==> src/rtl/game_sequencer_if.sv <==
// Bundles the control, sequence-memory, timer and display signals of the
// memory-game sequencer. The sequencer side uses the master modport, the
// surrounding system (player, memory, timer, display) uses slave.
interface game_sequencer_if;
    logic       start_game;
    logic       abort;
    logic       btn_valid;
    logic [3:0] btn_tile;
    logic [4:0] seq_addr;
    logic [3:0] seq_data;
    logic       timer_start;
    logic       timer_stop;
    logic [5:0] timer_max;
    logic [1:0] timer_speed;
    logic       timer_done;
    logic       show_valid;
    logic [3:0] show_tile;
    logic [4:0] level;
    logic       game_over;
    logic       win;
    logic [3:0] state;

    modport master (
        input  start_game, abort, btn_valid, btn_tile, seq_data, timer_done,
        output seq_addr, timer_start, timer_stop, timer_max, timer_speed,
               show_valid, show_tile, level, game_over, win, state
    );

    modport slave (
        output start_game, abort, btn_valid, btn_tile, seq_data, timer_done,
        input  seq_addr, timer_start, timer_stop, timer_max, timer_speed,
               show_valid, show_tile, level, game_over, win, state
    );
endinterface

==> src/rtl/game_sequencer.sv <==
// Memory-game sequencer: replays a tile sequence of growing length from an
// external memory, then checks the player's presses against it. Tile on/off
// and response windows are timed by an external Timer. All outputs registered.
module game_sequencer #(
    parameter logic [5:0] SHOW_TIME  = 6'd2,
    parameter logic [5:0] GAP_TIME   = 6'd1,
    parameter logic [5:0] INPUT_TIME = 6'd10,
    parameter logic [4:0] MAX_LEVEL  = 5'd16
) (
    input logic               clock,
    input logic               reset,
    game_sequencer_if.master  bus
);
    localparam logic [3:0] S_IDLE       = 4'd0;
    localparam logic [3:0] S_SHOW_FETCH = 4'd1;
    localparam logic [3:0] S_SHOW       = 4'd2;
    localparam logic [3:0] S_GAP        = 4'd3;
    localparam logic [3:0] S_IN_FETCH   = 4'd4;
    localparam logic [3:0] S_WAIT_IN    = 4'd5;
    localparam logic [3:0] S_LEVEL_DONE = 4'd6;
    localparam logic [3:0] S_OVER       = 4'd7;

    // Timer speed grows every four levels and saturates at 3.
    function automatic logic [1:0] speed_for_level(input logic [4:0] lvl);
        logic [2:0] quarter;
        quarter = lvl[4:2];
        if (quarter > 3'd3) begin
            return 2'd3;
        end else begin
            return quarter[1:0];
        end
    endfunction

    logic [3:0] state_r;
    logic [4:0] level_r;
    logic [4:0] idx_r;
    logic       fetch_wait_r;
    logic [3:0] expected_r;
    logic [4:0] seq_addr_r;
    logic [3:0] show_tile_r;
    logic       show_valid_r;
    logic       timer_start_r;
    logic       timer_stop_r;
    logic [5:0] timer_max_r;
    logic [1:0] timer_speed_r;
    logic       game_over_r;
    logic       win_r;

    logic       timer_done_s;
    logic       last_idx_s;

    // A done flag seen while a new start is going out belongs to the previous phase.
    assign timer_done_s = bus.timer_done & ~timer_start_r;
    assign last_idx_s   = (idx_r == (level_r - 5'd1));

    // Game FSM with all registered outputs; abort overrides every other event.
    always_ff @(posedge clock or negedge reset) begin
        if (!reset) begin
            state_r       <= S_IDLE;
            level_r       <= 5'd0;
            idx_r         <= 5'd0;
            fetch_wait_r  <= 1'b0;
            expected_r    <= 4'd0;
            seq_addr_r    <= 5'd0;
            show_tile_r   <= 4'd0;
            show_valid_r  <= 1'b0;
            timer_start_r <= 1'b0;
            timer_stop_r  <= 1'b0;
            timer_max_r   <= 6'd0;
            timer_speed_r <= 2'd0;
            game_over_r   <= 1'b0;
            win_r         <= 1'b0;
        end else begin
            timer_start_r <= 1'b0;
            timer_stop_r  <= 1'b0;
            if (bus.abort) begin
                timer_stop_r <= 1'b1;
                show_valid_r <= 1'b0;
                game_over_r  <= 1'b0;
                win_r        <= 1'b0;
                fetch_wait_r <= 1'b0;
                state_r      <= S_IDLE;
            end else begin
                case (state_r)
                    S_IDLE, S_OVER: begin
                        if (bus.start_game) begin
                            level_r       <= 5'd1;
                            timer_speed_r <= speed_for_level(5'd1);
                            idx_r         <= 5'd0;
                            seq_addr_r    <= 5'd0;
                            fetch_wait_r  <= 1'b0;
                            game_over_r   <= 1'b0;
                            win_r         <= 1'b0;
                            state_r       <= S_SHOW_FETCH;
                        end
                    end
                    S_SHOW_FETCH: begin
                        // First cycle lets the memory read; second cycle consumes the data.
                        if (!fetch_wait_r) begin
                            fetch_wait_r <= 1'b1;
                        end else begin
                            fetch_wait_r  <= 1'b0;
                            show_tile_r   <= bus.seq_data;
                            show_valid_r  <= 1'b1;
                            timer_start_r <= 1'b1;
                            timer_max_r   <= SHOW_TIME;
                            state_r       <= S_SHOW;
                        end
                    end
                    S_SHOW: begin
                        if (timer_done_s) begin
                            show_valid_r  <= 1'b0;
                            timer_start_r <= 1'b1;
                            timer_max_r   <= GAP_TIME;
                            state_r       <= S_GAP;
                        end
                    end
                    S_GAP: begin
                        if (timer_done_s) begin
                            if (last_idx_s) begin
                                idx_r      <= 5'd0;
                                seq_addr_r <= 5'd0;
                                state_r    <= S_IN_FETCH;
                            end else begin
                                idx_r      <= idx_r + 5'd1;
                                seq_addr_r <= idx_r + 5'd1;
                                state_r    <= S_SHOW_FETCH;
                            end
                        end
                    end
                    S_IN_FETCH: begin
                        if (!fetch_wait_r) begin
                            fetch_wait_r <= 1'b1;
                        end else begin
                            fetch_wait_r  <= 1'b0;
                            expected_r    <= bus.seq_data;
                            timer_start_r <= 1'b1;
                            timer_max_r   <= INPUT_TIME;
                            state_r       <= S_WAIT_IN;
                        end
                    end
                    S_WAIT_IN: begin
                        // A press outranks a simultaneous timeout.
                        if (bus.btn_valid) begin
                            timer_stop_r <= 1'b1;
                            if (bus.btn_tile == expected_r) begin
                                if (last_idx_s) begin
                                    state_r <= S_LEVEL_DONE;
                                end else begin
                                    idx_r      <= idx_r + 5'd1;
                                    seq_addr_r <= idx_r + 5'd1;
                                    state_r    <= S_IN_FETCH;
                                end
                            end else begin
                                game_over_r <= 1'b1;
                                win_r       <= 1'b0;
                                state_r     <= S_OVER;
                            end
                        end else if (timer_done_s) begin
                            game_over_r <= 1'b1;
                            win_r       <= 1'b0;
                            state_r     <= S_OVER;
                        end
                    end
                    S_LEVEL_DONE: begin
                        if (level_r == MAX_LEVEL) begin
                            game_over_r <= 1'b1;
                            win_r       <= 1'b1;
                            state_r     <= S_OVER;
                        end else begin
                            level_r       <= level_r + 5'd1;
                            timer_speed_r <= speed_for_level(level_r + 5'd1);
                            idx_r         <= 5'd0;
                            seq_addr_r    <= 5'd0;
                            state_r       <= S_SHOW_FETCH;
                        end
                    end
                    default: begin
                        fetch_wait_r <= 1'b0;
                        state_r      <= S_IDLE;
                    end
                endcase
            end
        end
    end

    assign bus.seq_addr    = seq_addr_r;
    assign bus.timer_start = timer_start_r;
    assign bus.timer_stop  = timer_stop_r;
    assign bus.timer_max   = timer_max_r;
    assign bus.timer_speed = timer_speed_r;
    assign bus.show_valid  = show_valid_r;
    assign bus.show_tile   = show_tile_r;
    assign bus.level       = level_r;
    assign bus.game_over   = game_over_r;
    assign bus.win         = win_r;
    assign bus.state       = state_r;
endmodule

==> src/flat_wrapper.sv <==
// flat-port wrapper written by rule: the top's interface ports become plain ports
module game_sequencer_flat 
#(
    parameter logic [5:0] SHOW_TIME  = 6'd2,
    parameter logic [5:0] GAP_TIME   = 6'd1,
    parameter logic [5:0] INPUT_TIME = 6'd10,
    parameter logic [4:0] MAX_LEVEL  = 5'd16
)
  (clock, reset, bus_start_game, bus_abort, bus_btn_valid, bus_btn_tile, bus_seq_data, bus_timer_done, bus_seq_addr, bus_timer_start, bus_timer_stop, bus_timer_max, bus_timer_speed, bus_show_valid, bus_show_tile, bus_level, bus_game_over, bus_win, bus_state);
  game_sequencer_if bus_i ();
  input logic clock;
  input logic reset;
  input wire logic [$bits(bus_i.start_game)-1:0] bus_start_game;
  input wire logic [$bits(bus_i.abort)-1:0] bus_abort;
  input wire logic [$bits(bus_i.btn_valid)-1:0] bus_btn_valid;
  input wire logic [$bits(bus_i.btn_tile)-1:0] bus_btn_tile;
  input wire logic [$bits(bus_i.seq_data)-1:0] bus_seq_data;
  input wire logic [$bits(bus_i.timer_done)-1:0] bus_timer_done;
  output wire logic [$bits(bus_i.seq_addr)-1:0] bus_seq_addr;
  output wire logic [$bits(bus_i.timer_start)-1:0] bus_timer_start;
  output wire logic [$bits(bus_i.timer_stop)-1:0] bus_timer_stop;
  output wire logic [$bits(bus_i.timer_max)-1:0] bus_timer_max;
  output wire logic [$bits(bus_i.timer_speed)-1:0] bus_timer_speed;
  output wire logic [$bits(bus_i.show_valid)-1:0] bus_show_valid;
  output wire logic [$bits(bus_i.show_tile)-1:0] bus_show_tile;
  output wire logic [$bits(bus_i.level)-1:0] bus_level;
  output wire logic [$bits(bus_i.game_over)-1:0] bus_game_over;
  output wire logic [$bits(bus_i.win)-1:0] bus_win;
  output wire logic [$bits(bus_i.state)-1:0] bus_state;
  assign bus_i.start_game = bus_start_game;
  assign bus_i.abort = bus_abort;
  assign bus_i.btn_valid = bus_btn_valid;
  assign bus_i.btn_tile = bus_btn_tile;
  assign bus_i.seq_data = bus_seq_data;
  assign bus_i.timer_done = bus_timer_done;
  assign bus_seq_addr = bus_i.seq_addr;
  assign bus_timer_start = bus_i.timer_start;
  assign bus_timer_stop = bus_i.timer_stop;
  assign bus_timer_max = bus_i.timer_max;
  assign bus_timer_speed = bus_i.timer_speed;
  assign bus_show_valid = bus_i.show_valid;
  assign bus_show_tile = bus_i.show_tile;
  assign bus_level = bus_i.level;
  assign bus_game_over = bus_i.game_over;
  assign bus_win = bus_i.win;
  assign bus_state = bus_i.state;
  game_sequencer #(.SHOW_TIME(SHOW_TIME), .GAP_TIME(GAP_TIME), .INPUT_TIME(INPUT_TIME), .MAX_LEVEL(MAX_LEVEL)) u_core (.clock(clock), .reset(reset), .bus(bus_i));
endmodule
==> config.mk <==
export PLATFORM = sky130hd
export DESIGN_NAME = game_sequencer_flat
export DESIGN_NICKNAME = d
export VERILOG_FILES = /design/src/rtl/game_sequencer_if.sv /design/src/rtl/game_sequencer.sv /design/src/flat_wrapper.sv
export SDC_FILE = /design/constraint.sdc
export NUM_CORES = 1
export LEC_CHECK = 0
export CELL_PAD_IN_SITES_DETAIL_PLACEMENT = 0
export CELL_PAD_IN_SITES_GLOBAL_PLACEMENT = 2
export CORE_MARGIN = 2
export CORE_UTILIZATION = 31
export DETAILED_ROUTE_END_ITERATION = 10
export GPL_ROUTABILITY_DRIVEN = 0
export GPL_TIMING_DRIVEN = 0
export PLACE_DENSITY = 0.91
export SLEW_MARGIN = 20
export SYNTH_ARGS = -nofsm -noshare
export SYNTH_HDL_FRONTEND = slang
export SYNTH_SLANG_ARGS = --single-unit
==> constraint.sdc <==
create_clock -name clock -period 2.4 [get_ports clock]
set_input_delay 0.24 -clock clock [delete_from_list [all_inputs] [get_ports clock]]
set_output_delay 0.24 -clock clock [all_outputs]
set_load 0.01 [all_outputs]
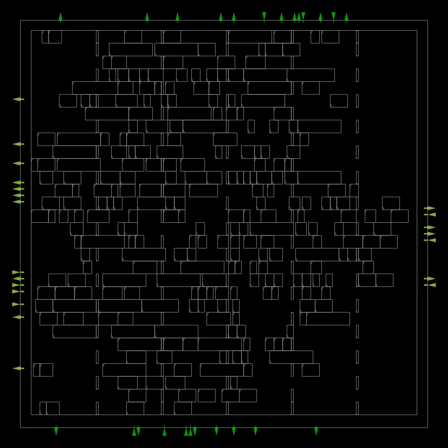
**Above:** run 1 (cell outlines without signal wires).
fillers: 686
tap cells: 80
final core occ: 0.410

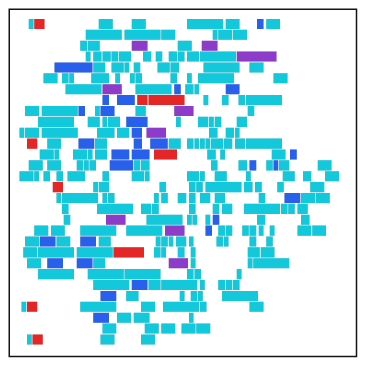
**Above:** run 1 (sizing map).
(4 px per µm)
_2 cells: drawn in blue, cells 29, share 10%, most used mux2_2. _3 and _4 cells: drawn in red, cells 9, share 3.2%, most used buf_4. _0 and _1 cells: drawn in cyan, cells 235, share 83%, most used clkdlybuf4s50_1. _6 and larger: drawn in purple, cells 9, share 3.2%, most used clkbuf_8.
fin worst setup slack: 148 ps
Buffers, non-clock: 59
Final Instance Area: 0.00274 mm²
P&R area growth vs syn: 30.2%

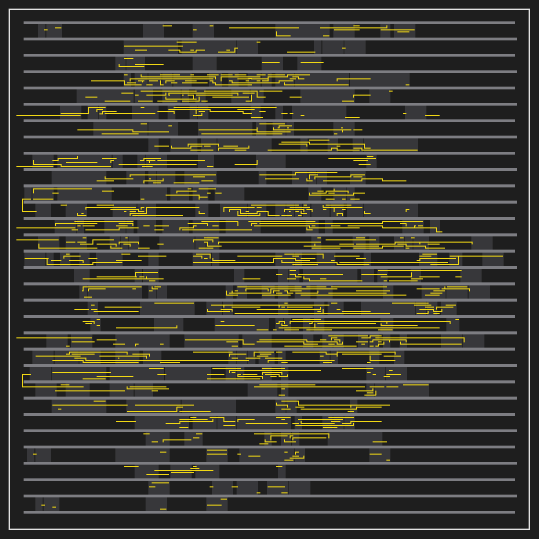
**Above:** run 1 (M1 wires).
(6 px per µm) Supply wires on this layer in grey. Cells faint in the background.
262 nets have wire on it. The wires run mostly horizontal. The layer carries 2470 µm of wire. The layer holds 48% of the routed length.
met1 Usage GRT: 0.199
Routed WL: 5130 µm
total number of vias: 1859

==> changes_impl.md, run 1 <==
## Flow update

* Final worst path period share at 0.938
* Critical Path AT at 2420 ps
* Total gr overflow at 0
* CTS tree: yes
* WL met3 at about 240 µm
* RR Startpoint: u_core.bus.level[0]
* Crit start category: flip-flop
* Max IR drop VDD at between 0.3 and 0.4 mV
* Drt wl/cell at 14.2 µm
* R2r setup slk at about 150 ps
* Via-per-instance ratio at slightly above 5
* Comb area at ~0.0012 mm²
* Outcome: finished clean
* Top post-synthesis cells by count: dfrtp_1, nand2_1, o21ai_0, a21oi_1, nor2_1
* Setup Skew at roughly 11 ps
* Crit path from: u_core.bus.level[0]
* Post-route antenna net violation count at 0
* PwrDens at about 830 mW/mm²
* Top cells, area: dfrtp_1, o21ai_0, mux2_2
* Final Hold Viols at 0
* Crit path kind: reg -> reg
* Async SR Flop Fraction at 1.00
* Metal2 WL at roughly 2400 µm
* H-tree depth at 2
* Final Max Tran Viols at 0
* TritonRoute pass-1 iters at 4
* CP Capture Point: u_core.idx_r[2]
* Antenna violations before repair at 0
* FP Util at 0.315
* Clk latency late pin at 290 ps
* Final min period at 2250 ps
* Mapped Area at roughly 0.0021 mm²
* Post-synth EDFFs at 0
* Clock Pin Slew Worst Setup and Hold Paths at 60 ps
* Design Power at 2.26 mW
* Post-place instance area at 0.00263 mm²
* First-pass GRT wire length at 8600 µm
* DR DRC count at 0
* Crit Path Max Fanout at 8
* Root Buffer: clkbuf_8
* Met1 Wirelength at 2470 µm
* Family with the most delay on the worst path: AND-OR/OR-AND gates
* Inst Count DP at roughly 350
* I/O Buffers at 39
* Register area at 802 µm²
* XORs/XNORs by Area at 0.0618
* Clock buf count at 6
* Final nets at 298
* Die Y at 86.4 µm
* Max-cap violations at 0
* Synth Seq Share at 0.380
* Cell count listed in synth_stat.txt at about 230
* Ys Warns at 0
* Synthesized area per cell at approximately 9.2 µm²
* WP depth at 8
* Top Layer Used: met4
* Comb gates at 173
* Most frequent cells in the layout: clkdlybuf4s50_1, dfrtp_1, nand2_1, o21ai_0, a21oi_1
* Registers at 32
* Dominant comb cell: AND-OR/OR-AND gates
* Clk sinks at 32
* CP endpoint kind: flip-flop
* CP required at ~2600 ps
* Cells after Synth at ~230
* Synth Register Bits at 32
* Width of the chip at just under 90 µm
* Area-dominant class: combinational gates
* Seq/total area at 0.292
* Bufs and invs on worst path at 1
* Most numerous logic cell after layout: clkdlybuf4s50_1
* Vias in the first global route at approximately 1800
* CP Cell Sequence: inv_1, ha_1, nor4bb_4, o211ai_1, nand4_2, o21ai_4, a21bo_1, a32o_2
* Total Routing Usage GR at 0.144
* Slowest cell delay on critical path at about 440 ps
* HPWL reported at the end of detailed placement at between 3000 and 4000 µm
* Top Ports at roughly 45
* YS chip area at 0.00211 mm²
* Layout Cells excl Fill at 362
[run 1: what timing repair did]
| action | in CTS | in global routing |
|---|---|---|
| setup buffers | 0 | 1 |
| resized | 0 | 1 |
| endpoints found under the setup margin | 0 | 2 |
| endpoints found under the hold margin | 15 | 0 |
| hold buffers | 1 | 0 |
[run 1: power by group]
group          switching (mW)  internal (mW)  total, mW
Clock                   0.202          0.229      0.430
Sequential              0.110          0.645      0.756
Combinational           0.572          0.506       1.08
[run 1: metal layers]
metal / vias to the layer above / global-route usage
met1: 896 / 0.199
met2: 43 / 0.232
met3: 4 / 0.0248
li1: 916 / -
met4: 0 / 0.0426
met5: - / 0
**Run 1: placement density heat map**

(4 px per µm) 9 x 9 tiles, from dark blue (low) to red (high), 0 to 100% covered.
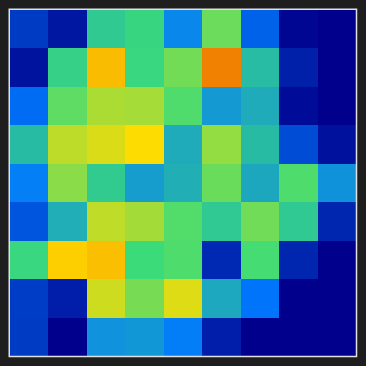

==> inputs of run 2 (changes only) <==
--- a/config.mk
+++ b/config.mk
@@ -9,3 +9,3 @@
 export CELL_PAD_IN_SITES_GLOBAL_PLACEMENT = 2
-export CORE_MARGIN = 2
+export CORE_MARGIN = 3
 export CORE_UTILIZATION = 31
==> constraint.sdc (replaced) <==
create_clock -name clock -period 2.4 [get_ports clock]
set_input_delay 0.48 -clock clock [delete_from_list [all_inputs] [get_ports clock]]
set_output_delay 0.48 -clock clock [all_outputs]
set_load 0.01 [all_outputs]
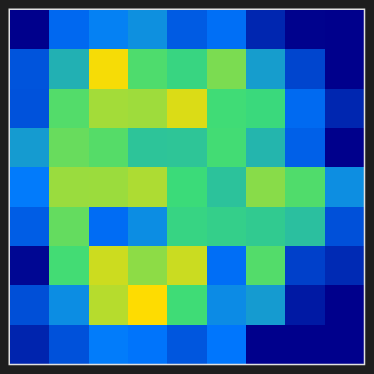
**Above:** run 2 (placement density heat map).
(4 px per µm) 9 x 9 tiles, from dark blue (low) to red (high), 0 to 100% covered.
The mean over all tiles is 34%. The emptiest ninth of the die: south-east. 12% of the tiles are nearly empty. The fullest tile reaches 75%.
final core occ: 0.427
FP Util: 0.326

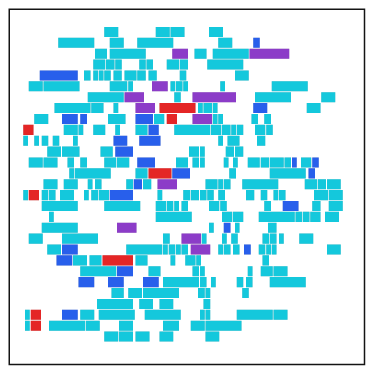
**Above:** run 2 (sizing map).
(4 px per µm)
_6 and larger: drawn in purple, cells 11, share 3.9%, most used clkbuf_8. _2 cells: drawn in blue, cells 27, share 9.6%, most used mux2_2. _0 and _1 cells: drawn in cyan, cells 234, share 84%, most used clkdlybuf4s50_1. _3 and _4 cells: drawn in red, cells 8, share 2.9%, most used buf_4.
fin worst setup slack: 182 ps
Final Instance Area: 0.00276 mm²
P&R area growth vs syn: 30.8%
Buffers, non-clock: 57

==> run 2 against run 1 <==
Critical path depth unchanged. Largest power group unchanged. Utilization increased by 1.6 points. Via count decreased by 1.3%. First-iteration DRC count decreased by 14%. Critical path type unchanged. Combinational power about the same.
==> changes_impl.md, run 2 <==
## Flow update

* Outcome: finished clean
* Setup Skew at approximately 8.5 ps
* WL met3 at roughly 210 µm
* # hold bufs at CTS at 0
* Net Sw Frac at 0.374
* CP endpoint kind: flip-flop
* DR DRC count at 0
* R2r setup slk at 180 ps
* TritonRoute pass-1 iters at 4
* Clock Pin Slew Worst Setup and Hold Paths at 70 ps
* Synthesized area per cell at between 9 and 10 µm²
* Synth Seq Share at 0.380
* Design Power at roughly 2.4 mW
* HPWL reported at the end of detailed placement at 3880 µm
* Fillers at roughly 640
* CTS tree: yes
* Total number of vias at 1835
* Total gr overflow at 0
* Metal2 WL at 2430 µm
* Cells after Synth at roughly 230
* Crit start category: flip-flop
* Comb power frac at 0.445
* Most frequent cells in the layout: clkdlybuf4s50_1, dfrtp_1, nand2_1, o21ai_0, a21oi_1
* Top power group: combinational logic
* Comb gates at 173
* Most numerous logic cell after layout: clkdlybuf4s50_1
* Drt wl/cell at roughly 15 µm
* Clk latency late pin at between 200 and 300 ps
* CP required at approximately 2600 ps
* Antenna violations before repair at 0
* Max-cap violations at 0
* PwrDens at approximately 880 mW/mm²
* Top Ports at approximately 45
* Met1 Usage GRT at 0.194
* Async SR Flop Fraction at 1.00
* Met1 Wirelength at 2580 µm
* Registers at 32
* Root Buffer: clkbuf_8
* H-tree depth at 2
* Final Hold Viols at 0
* Internal power at roughly 1.5 mW
* M2 GR Usage at 0.228
* Layout Cells excl Fill at ~360
* Flip-flop and latch power at about 0.76 mW
* Synth Register Bits at 32
* Final worst path period share at 0.924
* RR Startpoint: u_core.bus.level[0]
* Final Max Tran Viols at 0
* Comb group at 1.07 mW
* Die Y at slightly below 90 µm
* Cell count listed in synth_stat.txt at 229
* Ys Warns at 0
* GR Util met3 at 0.0279
* # resized after CTS at 0
* XORs/XNORs by Area at 0.0618
* Clk pwr at ~0.58 mW
* Tap cells at just under 80
* Register area at roughly 800 µm²
* Seq/total area at 0.291
* Max IR drop VDD at between 0.3 and 0.4 mV
* Comb area at approximately 0.0012 mm²
* Post-place instance area at between 0.002 and 0.003 mm²
* Mapped Area at 0.00211 mm²
* Psw at 0.902 mW
* Inst Count DP at roughly 350
* Crit Path Max Fanout at 10
* Clock power frac at 0.242
* Crit path kind: reg -> reg
* Dominant comb cell: AND-OR/OR-AND gates
[run 2: cell counts after synthesis]
No cell type changed its count.
[run 2: worst max-delay path: stages (launching register included)]
cell and delay [ps]:
dfrtp_2 440, inv_1 60, ha_1 250, nor4bb_4 210
o211ai_1 250, nand4_2 160, o21ai_4 280, a21bo_1 240
a32o_2 210
[run 2: how the worst max path moves through the flow]
stage,start,to,slack (ps),cells after the start
6_report,u_core.bus.level[0],u_core.idx_r[2],180,8
5_1_grt,u_core.bus.level[0],u_core.idx_r[2],8,8
4_1_cts,u_core.bus.level[0],u_core.idx_r[2],100,8
3_5_place_dp,bus_btn_tile[2],u_core.idx_r[2],-130,7
3_3_place_gp,bus_btn_tile[3],u_core.idx_r[2],-140,7
2_1_floorplan,u_core.bus.level[0],u_core.idx_r[2],280,8
Power figures rest on the tool's default switching activity, not on a simulated workload.
